File: src/rtl/imem_boot_loader_if.sv
// Byte-stream receive channel plus instruction-memory write port used by the boot loader.
// The master side is the loader; the slave side is the byte source and the memory.
interface imem_boot_loader_if;
  logic        rx_valid;
  logic [7:0]  rx_data;
  logic        rx_ready;
  logic        imem_we;
  logic [31:0] imem_addr;
  logic [31:0] imem_wdata;

  modport master (
    input  rx_valid, rx_data,
    output rx_ready, imem_we, imem_addr, imem_wdata
  );

  modport slave (
    output rx_valid, rx_data,
    input  rx_ready, imem_we, imem_addr, imem_wdata
  );
endinterface

File: src/rtl/imem_boot_loader.sv
// Loads a length-prefixed, XOR-checksummed program image into instruction memory and
// keeps the core in reset until a complete image has been verified.
module imem_boot_loader #(
  parameter int DEPTH = 256,
  parameter int LEN_W = 16
) (
  input  logic               globalclock,
  input  logic               globalreset,
  input  logic               start,
  imem_boot_loader_if.master bus,
  output logic               cpu_reset,
  output logic               busy,
  output logic               done,
  output logic               error
);

  typedef enum logic [2:0] {
    S_IDLE,
    S_LEN_HI,
    S_LEN_LO,
    S_DATA,
    S_CHECK,
    S_DONE,
    S_ERR
  } state_t;

  state_t           state;
  state_t           next_state;
  logic [7:0]       len_hi;
  logic [7:0]       chk;
  logic [LEN_W-1:0] len;
  logic [LEN_W-1:0] len_full;
  logic [LEN_W-1:0] word_idx;
  logic [1:0]       byte_cnt;
  logic [23:0]      shift;
  logic             xfer;
  logic             last_word;
  logic             can_start;
  logic             rx_ready_q;
  logic             imem_we_q;
  logic [31:0]      imem_addr_q;
  logic [31:0]      imem_wdata_q;

  assign xfer      = bus.rx_valid & rx_ready_q;
  assign len_full  = LEN_W'({len_hi, bus.rx_data});
  assign last_word = (word_idx == len - LEN_W'(1));
  assign can_start = start && (state == S_IDLE || state == S_DONE || state == S_ERR);

  assign bus.rx_ready   = rx_ready_q;
  assign bus.imem_we    = imem_we_q;
  assign bus.imem_addr  = imem_addr_q;
  assign bus.imem_wdata = imem_wdata_q;

  always_ff @(posedge globalclock or posedge globalreset) begin
    if (globalreset) begin
      state <= S_IDLE;
    end else begin
      state <= next_state;
    end
  end

  // Frame parser: the length is checked as soon as its low byte arrives so an
  // oversize image is rejected before any memory write happens.
  always_comb begin
    next_state = state;
    case (state)
      S_IDLE, S_DONE, S_ERR: begin
        if (start) next_state = S_LEN_HI;
      end
      S_LEN_HI: begin
        if (xfer) next_state = S_LEN_LO;
      end
      S_LEN_LO: begin
        if (xfer) begin
          if (len_full == '0)                   next_state = S_CHECK;
          else if (len_full > LEN_W'(DEPTH))    next_state = S_ERR;
          else                                  next_state = S_DATA;
        end
      end
      S_DATA: begin
        if (xfer && byte_cnt == 2'd3 && last_word) next_state = S_CHECK;
      end
      S_CHECK: begin
        if (xfer) next_state = (bus.rx_data == chk) ? S_DONE : S_ERR;
      end
      default: next_state = S_IDLE;
    endcase
  end

  // Status outputs are registered from the next state so they line up with the
  // state register; the write strobe fires the cycle after a word's fourth byte.
  always_ff @(posedge globalclock or posedge globalreset) begin
    if (globalreset) begin
      rx_ready_q   <= 1'b0;
      imem_we_q    <= 1'b0;
      imem_addr_q  <= '0;
      imem_wdata_q <= '0;
      cpu_reset    <= 1'b1;
      busy         <= 1'b0;
      done         <= 1'b0;
      error        <= 1'b0;
      len_hi       <= '0;
      len          <= '0;
      chk          <= '0;
      byte_cnt     <= '0;
      word_idx     <= '0;
      shift        <= '0;
    end else begin
      rx_ready_q <= (next_state == S_LEN_HI) || (next_state == S_LEN_LO) ||
                    (next_state == S_DATA)   || (next_state == S_CHECK);
      busy       <= (next_state == S_LEN_HI) || (next_state == S_LEN_LO) ||
                    (next_state == S_DATA)   || (next_state == S_CHECK);
      done       <= (next_state == S_DONE);
      error      <= (next_state == S_ERR);
      cpu_reset  <= (next_state != S_DONE);
      imem_we_q  <= 1'b0;

      if (can_start) begin
        len_hi   <= '0;
        len      <= '0;
        chk      <= '0;
        byte_cnt <= '0;
        word_idx <= '0;
        shift    <= '0;
      end

      case (state)
        S_LEN_HI: if (xfer) len_hi <= bus.rx_data;
        S_LEN_LO: if (xfer) len <= len_full;
        S_DATA: begin
          if (xfer) begin
            chk      <= chk ^ bus.rx_data;
            byte_cnt <= byte_cnt + 2'd1;
            shift    <= {shift[15:0], bus.rx_data};
            if (byte_cnt == 2'd3) begin
              imem_we_q    <= 1'b1;
              imem_wdata_q <= {shift, bus.rx_data};
              imem_addr_q  <= 32'({word_idx, 2'b00});
              if (!last_word) word_idx <= word_idx + LEN_W'(1);
            end
          end
        end
        default: ;
      endcase
    end
  end

endmodule

File: src/flat_wrapper.sv
// flat-port wrapper written by rule: the top's interface ports become plain ports
module imem_boot_loader_flat 
#(
  parameter int DEPTH = 256,
  parameter int LEN_W = 16
)
  (globalclock, globalreset, start, cpu_reset, busy, done, error, bus_rx_valid, bus_rx_data, bus_rx_ready, bus_imem_we, bus_imem_addr, bus_imem_wdata);
  imem_boot_loader_if bus_i ();
  input  logic globalclock;
  input  logic globalreset;
  input  logic start;
  output logic cpu_reset;
  output logic busy;
  output logic done;
  output logic error;
  input wire logic [$bits(bus_i.rx_valid)-1:0] bus_rx_valid;
  input wire logic [$bits(bus_i.rx_data)-1:0] bus_rx_data;
  output wire logic [$bits(bus_i.rx_ready)-1:0] bus_rx_ready;
  output wire logic [$bits(bus_i.imem_we)-1:0] bus_imem_we;
  output wire logic [$bits(bus_i.imem_addr)-1:0] bus_imem_addr;
  output wire logic [$bits(bus_i.imem_wdata)-1:0] bus_imem_wdata;
  assign bus_i.rx_valid = bus_rx_valid;
  assign bus_i.rx_data = bus_rx_data;
  assign bus_rx_ready = bus_i.rx_ready;
  assign bus_imem_we = bus_i.imem_we;
  assign bus_imem_addr = bus_i.imem_addr;
  assign bus_imem_wdata = bus_i.imem_wdata;
  imem_boot_loader #(.DEPTH(DEPTH), .LEN_W(LEN_W)) u_core (.globalclock(globalclock), .globalreset(globalreset), .start(start), .bus(bus_i), .cpu_reset(cpu_reset), .busy(busy), .done(done), .error(error));
endmodule
File: config.mk
export PLATFORM = sky130hd
export DESIGN_NAME = imem_boot_loader_flat
export DESIGN_NICKNAME = d
export VERILOG_FILES = /design/src/rtl/imem_boot_loader_if.sv /design/src/rtl/imem_boot_loader.sv /design/src/flat_wrapper.sv
export SDC_FILE = /design/constraint.sdc
export NUM_CORES = 1
export LEC_CHECK = 0
export CAP_MARGIN = 10
export CORE_ASPECT_RATIO = 0.75
export CORE_MARGIN = 4
export CORE_UTILIZATION = 45
export DETAILED_ROUTE_END_ITERATION = 6
export PLACE_DENSITY_LB_ADDON = 0.08
export SKIP_CTS_REPAIR_TIMING = 1
export SYNTH_ARGS = -nofsm -noshare
export SYNTH_HDL_FRONTEND = slang
export SYNTH_SLANG_ARGS = --single-unit
File: constraint.sdc
create_clock -name globalclock -period 4.25 [get_ports globalclock]
set_clock_uncertainty 0.2 [all_clocks]
set_input_delay 0.85 -clock globalclock [delete_from_list [all_inputs] [get_ports globalclock]]
set_output_delay 0.85 -clock globalclock [all_outputs]
set_load 0.03 [all_outputs]
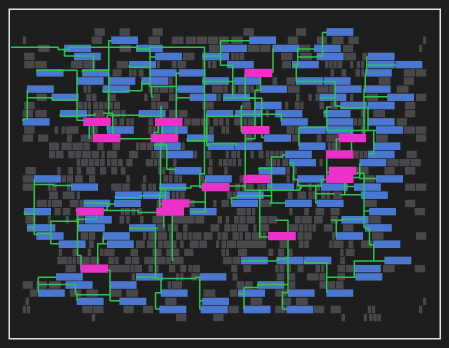
**Above:** run 1 (clock wires, drivers and flops).
Scale: 3 px per µm.
- clock wires: green (length 1630 µm)
- flip-flops: blue (count 130)
- clock drivers: magenta (count 17)
- routed clock nets: 18
Clk pwr share: 33.6%
clk ins delay skew pair: 0.41 ns
Clk power: 1.38 mW

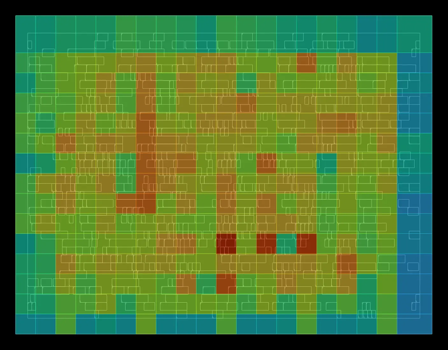
**Above:** run 1 (congestion heat map).
met3 Use GR: 3.565%
GRT Total Usage: 18.35%
GRT busiest layer: met1
final core utilization: 56.75%

==> qor.csv, run 1 <==
stage,metric,value,unit
outcome,status,completed,
power,vdd_drop_max,0.3603,mV
cts,htreeDepth,4,
critical_path,end_kind,flop,
critical_path,crit_required,4.33,ns
synth,flop_cell,dfrtp_1,
critical_path,critical_path_class,reg2reg,
critical_path,timing.rr.start,u_core.len[0],
synth,ys_async_sr_fraction,100.0,%
synth,ys_area,6163,µm²
run,warning_count,26,
cts,clkTransAtPathRegs,0.06,ns
final_timing,max_clock_freq,0.2792,GHz
grt,grt_max_degree,60,
critical_path,r2r-end,u_core.word_idx[15],
layout,fin_nets,678,
place,hpwl,9157,µm
worst_hold_path,hold_end,u_core.shift[15],
grt,grt_pass1_vias,4387,
critical_path,cp.arrival,3.66,ns
floorplanning,die_width,143.1,µm
floorplanning,die-area,15650,µm²
critical_path,path_cells,inv_1 -> ha_1 -> nor3b_1 -> and3_1 -> mux2i_1 -> nor2_1 -> a211o_1 -> a2111oi_4 -> buf_4 -> nor4b_1 -> mux2i_1,
final_timing,layout_setup_ws,0.6687,ns
floorplanning,core,13200,µm²
floorplanning,num_io_pins,82,
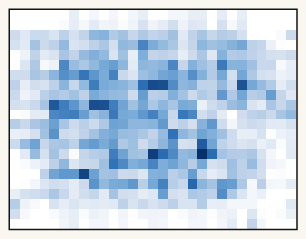
**Above:** run 1 (routed metal per tile).
Scale: 2 px per µm. The die is cut into 29 by 22 equal tiles; white is low, dark blue is high, scaled to the fullest tile. Values are wire area over tile area, all layers added.
- nearly empty tiles: 13%
- densest ninth of the die: center
- fullest tile: 0.51
- tiles over half the peak: 14%
- mean over tiles: 0.14
drt wl/cell: 15.94 µm
via count: 4583

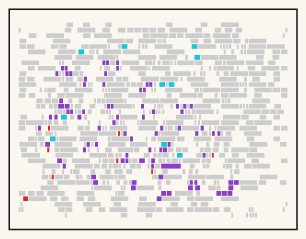
**Above:** run 1 (gate families picked out).
Scale: 2 px per µm.
- inverting AOI/OAI gates: purple (cells 84)
- inverters: red (cells 8)
- AND-OR and OR-AND gates: cyan (cells 10)
most numerous logic cell after layout: dfrtp_1
non-filler cells in the finished layout: 847
Comb/total area: 35.48%

==> run 1: flip-flops by register name, summed over array words and instances (netlist names), 2 cells and up <==
signal / count
u_core.bus.imem_wdata: 32
u_core.shift: 24
u_core.bus.imem_addr: 16
u_core.len: 16
u_core.word_idx: 16
u_core.chk: 8
u_core.len_hi: 8
u_core.state: 3
u_core.byte_cnt: 2
==> run 1: metal layers <==
metal	vias to the layer above	global-route usage, %	share of wire (%)
met5	-	0	0
li1	2178	-	-
met2	133	25.77	44
met3	12	3.565	5.5
met1	2260	28.63	50
met4	0	5.427	0.82
==> run 1: cell usage after synthesis, drive strengths merged (2+ instances only) <==
cell / instances / area [µm²]
or2: 3 / 18.77
mux2i: 10 / 100.1
clkbuf: 31 / 116.4
or3: 3 / 18.77
o211ai: 7 / 52.55
nand2b: 4 / 25.02
and4: 2 / 17.52
nor2: 32 / 120.1
inv: 8 / 30.03
a2111oi: 2 / 36.29
and3: 5 / 31.28
nand2: 114 / 427.9
nor3: 8 / 40.04
nor4: 10 / 77.57
o31ai: 7 / 52.55
xnor2: 12 / 105.1
nand3: 33 / 170.2
ha: 3 / 37.54
dfrtp: 129 / 3228
a21boi: 4 / 30.03
and2: 2 / 12.52
a211o: 2 / 17.52
mux2: 48 / 540.5
a22o: 6 / 52.55
xor2: 16 / 140.1
o21ai: 36 / 180.2
nand3b: 2 / 15.01
buf: 27 / 181.4
a21oi: 21 / 105.1
nand4: 4 / 25.02
nor4b: 2 / 17.52
a31oi: 4 / 25.02
nor3b: 4 / 30.03
==> run 1: area by class of cell <==
type	count	area, µm²	area share, %
clock buffers	17	425.4	5.680
clock inverters	15	138.9	1.854
inverters	8	33.78	0.4511
multi-input cells	429	2658	35.48
flip-flops and latches	130	3254	43.45
well taps	171	214.0	2.857
repair buffers	77	765.7	10.22
==> run 1: report_power, final <==
group	switching, mW	total [mW]	internal, mW
sequential	0.160	1.63	1.47
clock	0.608	1.38	0.775
combinational	0.605	1.10	0.495
total	1.37	4.11	2.74
==> run 1: metrics by stage <==
| step | area (µm²) | total power, mW | util, % |
|---|---|---|---|
| 2_1_floorplan | 6223 | 2.311 | - |
| 3_3_place_gp | 6925 | 2.740 | 52.47 |
| 3_5_place_dp | 6925 | 2.764 | 52.47 |
| 4_1_cts | 7490 | 4.161 | 56.75 |
| 5_1_grt | 7490 | 4.314 | 56.75 |
| 6_report | 7490 | 4.110 | 56.75 |
==> run 1: cells by family (layout without fill, tap and decap cells) <==
kind of cell,count (synthesis),in the layout,synth area share [%]
other,1,16,0.06084
DFF,130,130,52.80
adders and majority gates,3,3,0.6091
muxes,58,58,10.39
xor gates and xnor gates,28,28,3.979
buffers and inverters,66,117,5.319
AOI/OAI and AO/OA,94,94,9.602
and+or+nand+nor,230,230,17.24
==> run 1: worst min-delay path: stages (launching register included) <==
cell	delay (ns)
dfrtp_1	0.36
nand2_1	0.05
nand2_1	0.05
**Run 1: port wiring**

Scale: 3 px per µm.
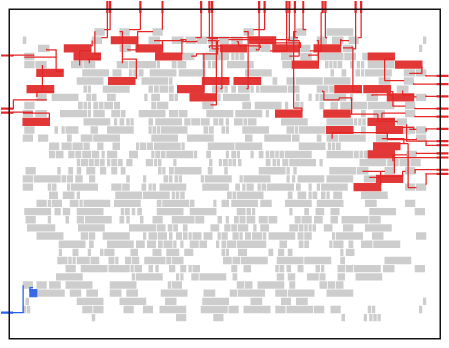

==> inputs of run 2 (changes only) <==
==> constraint.sdc (replaced) <==
create_clock -name globalclock -period 3.31 [get_ports globalclock]
set_clock_uncertainty 0.2 [all_clocks]
set_input_delay 0.662 -clock globalclock [delete_from_list [all_inputs] [get_ports globalclock]]
set_output_delay 0.662 -clock globalclock [all_outputs]
set_load 0.03 [all_outputs]
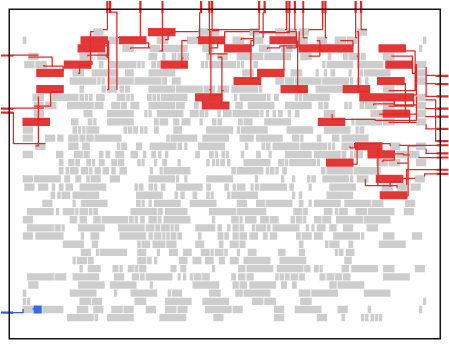
**Above:** run 2 (port wiring).
Scale: 3 px per µm.
- globalreset: blue (bits 1; direction input; edge west; end cells 1; buffers 1; wire 5.60 µm)
- bus_imem_wdata: red (bits 32; direction output; edge 17 north, 12 east, 3 west; end cells 32; buffers 32; wire 946 µm)
Port Buffers: 65
I/O Pins: 82

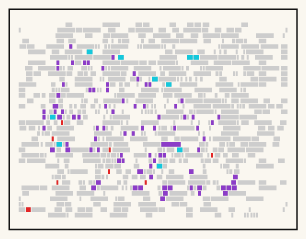
**Above:** run 2 (gate families picked out).
Scale: 2 px per µm.
- inverting AOI/OAI gates: purple (cells 84)
- AND-OR and OR-AND gates: cyan (cells 10)
- inverters: red (cells 8)
non-filler cells in the finished layout: 846
Comb/total area: 35.69%

==> qor.csv, run 2 <==
stage,metric,value,unit,change
synth,netlist_top_cells_count,"129 x dfrtp_1, 114 x nand2_1, 48 x mux2_2",,
cts,htreeDepth,4,,unchanged
critical_path,critical_path_class,reg2reg,,
power,comb_power_share,27.1,%,+0.3 points
routing,via_count,4554,,-0.63%
synth,flop_cell,dfrtp_1,,
synth,yosys-top-cells-area,"dfrtp_1 52%, mux2_2 8.8%, nand2_1 6.9%",,
grt,track_usage,18.39,%,+0.041 points
floorplanning,core,13200,µm²,unchanged
routing,wl_per_cell,16.05,µm,+0.68%
outcome,status,completed,,
grt,grt_max_degree,131,,+120%
final_timing,max_clock_freq,0.3243,GHz,+16%
grt,grt_pass1_vias,4484,,+2.2%
power,switchingPower,1.705,mW,+24%
power,p_int,3.508,mW,+28%
cts,clk_latency,0.41,ns,about the same
cts,clkTransAtPathRegs,0.06,ns,about the same
layout,stdcell_area,7482,µm²,-0.10%
layout,largest_register_ffs,32,,unchanged
critical_path,path_cells,nor4_4 -> nand3_2 -> or3b_1 -> nand3_1 -> a21oi_1 -> a2111oi_4 -> buf_6 -> buf_4 -> nor4b_1 -> mux2i_1,,
synth,largest_area_cell,dfrtp_1,,
power,power,5.213,mW,+27%
critical_path,end_kind,flop,,
layout,fin_nets,677,,-0.15%
power,p_sw_share,32.71,%,-0.69 points
critical_path,cp.arrival,3.16,ns,-0.50 ns
power,pwr-share-seq,40.2,%,+0.6 points
place,hpwl,8816,µm,-3.7%
critical_path,r2r-end,u_core.word_idx[15],,
synth,top_cell_area_share,52.38,%,unchanged
synth,ys_async_sr_fraction,100.0,%,unchanged
power,vdd_drop_max,0.4452,mV,+24%
worst_hold_path,hold_end,u_core.chk[1],,
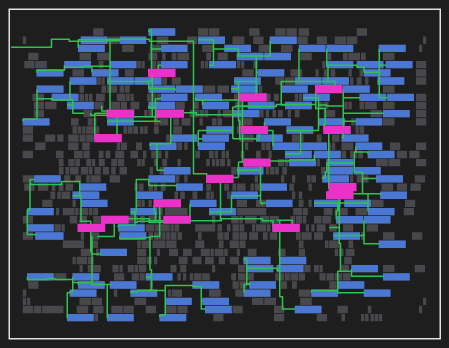
**Above:** run 2 (clock wires, drivers and flops).
Scale: 3 px per µm.
- clock drivers: magenta (count 17)
- flip-flops: blue (count 130)
- clock wires: green (length 1620 µm)
- routed clock nets: 18
Clk pwr share: 32.8%
Clk power: 1.71 mW

[run 2: cell count changes in the layout (fill, tap and decap cells not counted), sizes merged]
| cell | change |
|---|---|
| buf | -1 |
| clkbuf | +2 |
| clkinv | +5 |
| inv | -7 |
[run 2: per-layer routing]
metal	vias to the layer above	global-route usage [%]	wire, µm
li1	2178	-	-
met1	2266	27.31	6847
met2	104	27.38	5996
met3	6	4.261	653
met4	0	4.681	78
met5	-	0	0
[run 2: area by class of cell]
type / instances / area (µm²) / area share (%)
Sequential cell: 130 / 3254 / 43.49
Multi-Input combinational cell: 429 / 2670 / 35.69
Timing Repair Buffer: 76 / 762.0 / 10.18
Inverter: 8 / 33.78 / 0.4515
Clock buffer: 19 / 442.9 / 5.920
Clock inverter: 13 / 105.1 / 1.405
Tap cell: 171 / 214.0 / 2.860
[run 2: power groups by stage]
stage                     Sequential [mW]  Combinational, mW  Clock, mW
after floorplan                      2.50              0.468          0
after CTS                            2.10               1.43       1.75
final                                2.09               1.41       1.71
after global placement               2.10               1.41          0
after detailed placement             2.13               1.43          0
after global routing                 2.14               1.51       1.83
[run 2: cell families after synthesis]
family	count (synthesis)	synth area share (%)
mux	58	10.39
xor+xnor	28	3.979
other cells	1	0.06084
compound gates	94	9.602
simple gates	230	17.24
fa+ha+maj	3	0.6091
flops	130	52.80
buf+inv	66	5.319
[run 2: stage by stage]
stage | utilization [%] | std cells | hold WS, ns | setup slack (ns)
global route | 56.69 | 846 | 0.3116 | 0.001011
CTS | 56.57 | 846 | 0.2924 | 0.04468
global placement | 52.42 | 814 | 0.2722 | 0.09543
finish | 56.69 | 846 | 0.2900 | 0.2263
floorplan | - | 625 | 0.2548 | 0.3655
detailed placement | 52.42 | 814 | 0.2826 | 0.08732
[run 2: worst max path at each step]
stage / from / endpoint / slack, ns / cells after the start
2_1_floorplan: u_core.len[0] / u_core.state[1] / 0.37 / 11
3_3_place_gp: bus_rx_data[4] / u_core.bus.rx_ready / 0.1 / 9
3_5_place_dp: u_core.len[0] / u_core.word_idx[15] / 0.09 / 12
4_1_cts: u_core.len[0] / u_core.word_idx[15] / 0.04 / 12
5_1_grt: u_core.len[2] / u_core.word_idx[9] / 0.001 / 10
6_report: u_core.len[2] / u_core.word_idx[15] / 0.23 / 10
[run 2: worst reg2reg max path, cell delays in order, from the launching register on]
cell and delay [ns]:
dfrtp_1 0.48, nor4_4 0.49, nand3_2 0.21, or3b_1 0.41
nand3_1 0.10, a21oi_1 0.11, a2111oi_4 0.35, buf_6 0.20
buf_4 0.21, nor4b_1 0.09, mux2i_1 0.12
**Run 2: congestion heat map**

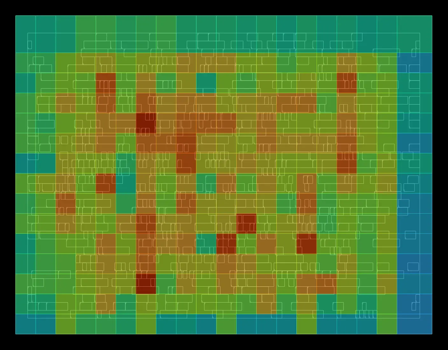

==> inputs of run 3 (changes only) <==
--- a/config.mk
+++ b/config.mk
@@ -8,7 +8,7 @@
 export CAP_MARGIN = 10
 export CORE_ASPECT_RATIO = 0.75
 export CORE_MARGIN = 4
-export CORE_UTILIZATION = 45
+export CORE_UTILIZATION = 35
 export DETAILED_ROUTE_END_ITERATION = 6
 export PLACE_DENSITY_LB_ADDON = 0.08
 export SKIP_CTS_REPAIR_TIMING = 1
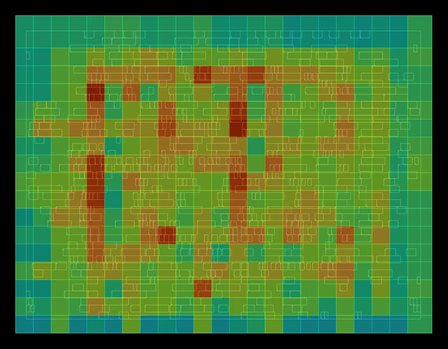
**Above:** run 3 (congestion heat map).
GRT Total Usage: 15.47%
met3 Use GR: 4.698%
global routing usage on met2: 21.60%
met1 GRT Util: 23.27%

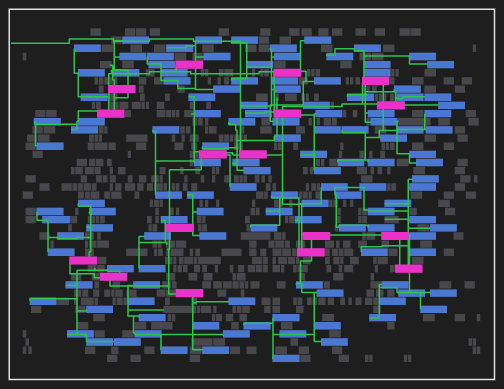
**Above:** run 3 (clock wires, drivers and flops).
Scale: 3 px per µm.
- flip-flops: blue (count 130)
- clock wires: green (length 1820 µm)
- clock drivers: magenta (count 17)
- flops lie: widely spread
Clk pwr share: 34.9%
Clk power: 1.88 mW
clk ins delay skew pair: 0.42 ns

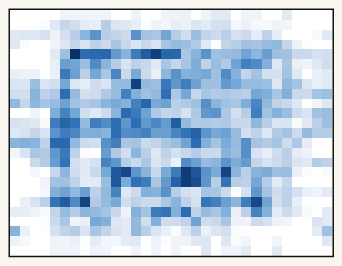
**Above:** run 3 (routed metal per tile).
Scale: 2 px per µm. The die is cut into 32 by 25 equal tiles; white is low, dark blue is high, scaled to the fullest tile. Values are wire area over tile area, all layers added.
- tiles over half the peak: 18%
- nearly empty tiles: 16%
- mean over tiles: 0.11
- densest ninth of the die: center
- fullest tile: 0.40
- emptiest ninth of the die: south-east
final wirelength: 14360 µm
drt wl/cell: 15.59 µm
via count: 4513

==> qor.csv, run 3 <==
stage,metric,value,unit,change
floorplanning,num_io_pins,82,,unchanged
layout,largest_register_ffs,32,,unchanged
critical_path,crit_required,3.45,ns,
place,hpwl,9966,µm,+13%
routing,wl_met3,799,µm,+22%
layout,regArea,3254,µm²,unchanged
floorplanning,die.size.y,122.9,µm,
power,vdd_drop_max,0.3594,mV,-19%
final_timing,worstMarginPinSlew,0.5714,ns,
final_timing,rsz0062_at_grt,no,,
grt,grt_pass1_vias,4471,,-0.29%
layout,stdcell_area,7706,µm²,+3.0%
routing,dr_wl_met2,6216,µm,+3.7%
cts,htreeDepth,4,,unchanged
critical_path,path_delay_family,simple AND/OR/NAND/NOR gates,,
final_timing,max_clock_freq,0.3206,GHz,-1.2%
critical_path,critical_path_class,reg2reg,,
critical_path,cp.arrival,3.26,ns,+0.10 ns
power,power,5.391,mW,+3.4%
routing,top_layer_used,met4,,
critical_path,r2r-end,u_core.word_idx[1],,
critical_path,path_cells,nor4_4 -> and3_2 -> mux2i_1 -> nor2_1 -> a211o_1 -> a2111oi_4 -> buf_4 -> buf_4 -> nand2b_1 -> mux2i_1,,
grt,grt_max_degree,58,,-56%
final_timing,final.period_utilization,94.25,%,
routing,dr.pass1.iters,5,,
critical_path,timing.rr.start,u_core.len[2],,
synth,yosysMostFrequentCell,dfrtp_1,,
synth,top_cell_area_share,52.38,%,unchanged
outcome,status,completed,,
floorplanning,core,17030,µm²,+29%
layout,comb_area,2670,µm²,unchanged
critical_path,critical-path-max-stage-delay,0.48,ns,
layout,area_growth,25.03,%,
synth,ys_async_sr_fraction,100.0,%,unchanged
cts,clockRootBuffer,clkbuf_16,,
synth,yosys-top-cells-area,"dfrtp_1 52%, mux2_2 8.8%, nand2_1 6.9%",,
layout,fin_nets,687,,+1.5%
cts,clkTransAtPathRegs,0.06,ns,about the same
critical_path,startpoint,u_core.len[2],,
layout,fill_cells,1633,,
synth,flop_cell,dfrtp_1,,
synth,largest_area_cell,dfrtp_1,,
critical_path,end_kind,flop,,
worst_hold_path,hold_end,u_core.shift[16],,
synth,netlist_top_cells_count,"129 x dfrtp_1, 114 x nand2_1, 48 x mux2_2",,
place,portBuffers,65,,unchanged
grt,antenna_found_initial,0,,
routing,wl_met1,7287,µm,+6.4%
-- run 3: logic make-up (layout without fill, tap and decap cells) --
| group | Yosys count | after routing | share of synthesized area (%) |
|---|---|---|---|
| AND-OR/OR-AND | 94 | 94 | 9.602 |
| XOR/XNOR | 28 | 28 | 3.979 |
| adder cells (fa/ha/maj) | 3 | 3 | 0.6091 |
| buffers and inverters | 66 | 126 | 5.319 |
| flip-flops | 130 | 130 | 52.80 |
| multiplexers | 58 | 58 | 10.39 |
| other | 1 | 16 | 0.06084 |
| AND/OR/NAND/NOR | 230 | 230 | 17.24 |
-- run 3: final cells by class --
type	count	area share, %
clock inverter	13	1.965
inverter	8	0.4384
tap	236	3.832
sequential	130	42.23
timing repair buffer	86	11.14
multi-input combinational	429	34.65
clock buffer	19	5.748
-- run 3: metal layers --
metal  GRT usage [%]  up-vias
met1           23.27     2212
met5               0        -
met3           4.698        5
met2           21.60       99
li1                -     2197
met4           4.156        0
-- run 3: worst min-delay path, stage by stage (launching register included) --
cell     delay, ns
dfrtp_1       0.34
nand3_1       0.06
nand2_1       0.06
-- run 3: power by group --
group	leakage [nW]	switching (mW)	internal [mW]	total, mW
registers	1.68	0.207	1.89	2.09
clock network	0.283	0.740	1.14	1.88
logic	1.44	0.773	0.643	1.42
total	3.40	1.72	3.67	5.39
-- run 3: per-stage QoR --
stage	utilization, %	hold slack [ns]	setup slack, ns	instances
after floorplan	-	0.2548	0.3655	625
after global placement	41.60	0.2747	0.1129	887
after detailed placement	41.60	0.2799	0.02691	887
after CTS	45.09	0.2971	0.006408	919
after global routing	45.25	0.3130	0.009916	921
final	45.25	0.2973	0.1904	921
-- run 3: how the worst max path moves through the flow --
stage	slack, ns	cells after the start	endpoint
2_1_floorplan	0.37	11	u_core.state[1]
3_3_place_gp	0.11	8	u_core.error
3_5_place_dp	0.03	11	u_core.word_idx[15]
4_1_cts	0.006	11	u_core.word_idx[15]
5_1_grt	0.01	10	u_core.word_idx[15]
6_report	0.19	10	u_core.word_idx[1]
Power and IR drop assume default switching activity.
